==> config.mk <==
export PLATFORM = sky130hd
export DESIGN_NAME = pipeline_control
export DESIGN_NICKNAME = d
export VERILOG_FILES = /design/src/rtl/pipeline_control.sv
export SDC_FILE = /design/constraint.sdc
export NUM_CORES = 1
export LEC_CHECK = 0
export ABC_AREA = 1
export CAP_MARGIN = 0
export CORE_MARGIN = 3
export CORE_UTILIZATION = 49
export DETAILED_ROUTE_END_ITERATION = 8
export GPL_ROUTABILITY_DRIVEN = 0
export GPL_TIMING_DRIVEN = 0
export PLACE_DENSITY = 0.9
export SYNTH_ARGS = -nofsm -noshare
export SYNTH_HDL_FRONTEND = slang
export SYNTH_SLANG_ARGS = --single-unit
export TNS_END_PERCENT = 50
==> constraint.sdc <==
create_clock -name CLK -period 7.5 [get_ports CLK]
set_input_delay 1.5 -clock CLK [delete_from_list [all_inputs] [get_ports CLK]]
set_output_delay 1.5 -clock CLK [all_outputs]
set_load 0.05 [all_outputs]
PDN straps and rails:
Scale bar: 20 um. Pins as bars on the die edge.
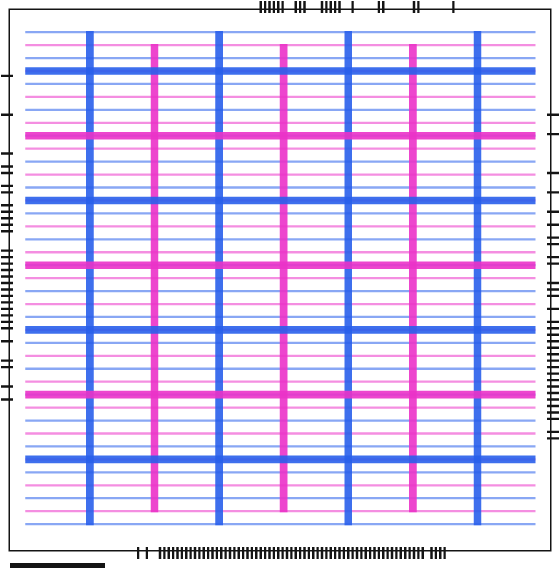
- blue: VSS
- magenta: VDD
- rows: 38
- met4 straps: 7
Core ar.: 11080 sq um
Die Span Y: 113.5 um

Cell classes on the final placement:
Scale bar: 20 um.
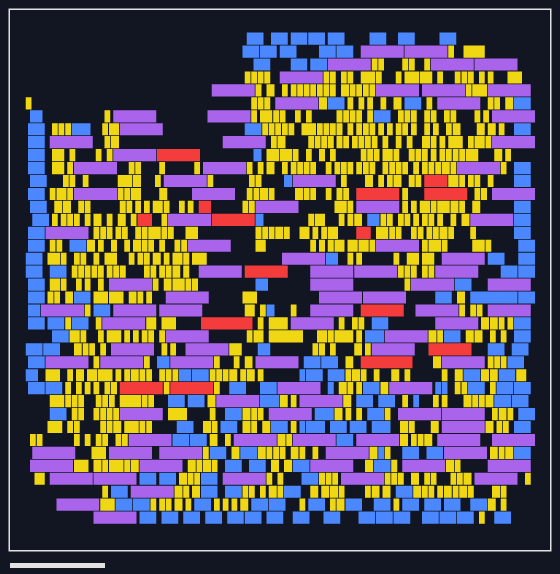
- purple: flops (cells 100)
- red: clock drivers and dummy loads (cells 15)
- yellow: combinational and other logic (cells 675)
- blue: other buffers and delay cells (cells 174)
Core Util, Final: 69.13%
flop share of the area: 32.67%

==> deck_impl_summary.md <==
Key Metrics from the Run

Timing
  • Cycle use final: 79.93%
  • Final setup fails: 0
  • Slew HR: 63.35%
  • Setup ws final: 1.505 ns
  • Worst-margin pin slew: 0.5481 ns
  • Minimum clock period: 5.995 ns
  • Endpoints failing hold: 0
  • RSZ-0062 raised after global routing: false
  • Final slew viol count: 0

CTS
  • H-tree levels: 3
  • CTS max path bufs: 2
  • Post-CTS setup buffer count: 0
  • CTS Buf Count: 9
  • Clk slew on worst S/H paths: 0.07 ns
  • CTS tree: yes
  • CTS Hold Bufs: 0
  • Clock latency on the worst-skew pair: 0.34 ns

Critical path
  • Critical Path RT: 6.00 ns
  • Startpoint types: primary input
  • Crit-path max FO: 64
  • Crit-path max cell delay: 0.87 ns
  • Nature of the critical path endpoint: output port
  • Cell Chain, Critical Path: clkdlybuf4s50_1 -> inv_4 -> buf_16 -> nand2_1 -> nor2_8 -> nand2_4 -> buf_4 -> a22oi_1 -> clkdlybuf4s50_1
  • Reg2Reg Setup Slack: 5.71 ns

Final layout
  • Sequential cell area: 2502 sq um
  • Top Layout Cells: nand2_1 (308), clkdlybuf4s50_1 (147), dfrtp_1 (100), nor2_1 (94), inv_1 (84)
  • Area Growth Syn to Fin: 35.36%
  • Flop count: 100
  • Layout clock area frac: 4.231%
  • Top cell excl fill/tap: nand2_1
  • Comb gates: 586
  • Clock buffers: 10
  • Share of layout cells above drive strength 1: 5.290%
  • NonClk Buf Share: 21.94%

Synthesis
  • Yosys warning total: 0
  • Number of cells in Yosys stat: 801
  • Post-synth ARST share: 100.0%
  • Main flop type: dfrtp_1
  • Comb area leader: simple AND/OR/NAND/NOR gates
  • Area fraction in compound gates: 7.276%
  • Post-synth top area cell: dfrtp_1
  • Register share after synthesis: 44.23%
  • Cell variety after synth: 28
  • Yosys simple share: 35.63%
  • Post-Syn Nets: 845
  • Most frequent cell after synthesis: nand2_1
  • XOR/XNOR Area Share: 3.251%
  • Flops after synth: 100

Route
  • Routed WL: 15.21 mm
  • Drt initial violations: 490
  • WL/cell: 13.78 um
  • Met3 routed WL: 935 um
  • Wl on met1: 6.381 mm
  • Vias: 5679
  • Pre-Repair DR Iteration Count: 5
  • Routed Antenna Nets: 0
  • Via density: 5.144

Run status
  • Outcome: finished clean

Pwr
  • Pwr Density: 154.9 nW/um^2
  • Combinational power share: 10.4%
  • P_sw: 0.2868 mW
  • Worst vdd ir: 0.1582 mV
  • Sw Ratio: 24.17%
  • Internal power: 0.8999 mW
  • Leakage: 3.483 nW

GRT
  • Largest net degree at the start of global routing: 65
  • Routing usage on met2: 40.48%
  • Initial antenna violation count: 0
  • Met1 GRT Util: 30.97%
  • All-layer global routing usage: 24.08%
  • Met3 Resource Use GR: 4.350%

Run
  • Max-cap violations: 0
  • OpenROAD warning count: 26

Min path
  • Hold path depth: 2

Die
  • Die X: 113.5 um
  • Core Rows: 38
  • Io pins: 149
  • Die ar.: 12870 sq um

Placement
  • Place WS: 1.452 ns
  • Port bufs: 147
  • HPWL reported at the end of detailed placement: 11.44 mm
## metrics by stage
step	instance area, sq um	instances	TNS, ns	total power [mW]
6_report	7659	1104	0	1.187
2_1_floorplan	5658	801	0	0.6363
3_3_place_gp	7305	1088	-6.779	0.6877
5_1_grt	7659	1104	0	1.230
3_5_place_dp	7335	1089	0	0.6923
4_1_cts	7659	1104	0	1.197
## power by group through the flow
stage                     Sequential (mW)  Clock [mW]  Combinational (mW)
after global routing                0.559       0.538               0.133
after global placement              0.567           0               0.121
final                               0.558       0.506               0.123
after floorplan                     0.572           0              0.0641
after CTS                           0.558       0.515               0.125
after detailed placement            0.568           0               0.125
## tightest hold or removal path, cell delays in order (launching register included)
cell     delay (ns)
dfrtp_1        0.34
nand2_1        0.05
o21ai_1        0.06
Power is estimated from default activity; no workload was simulated.
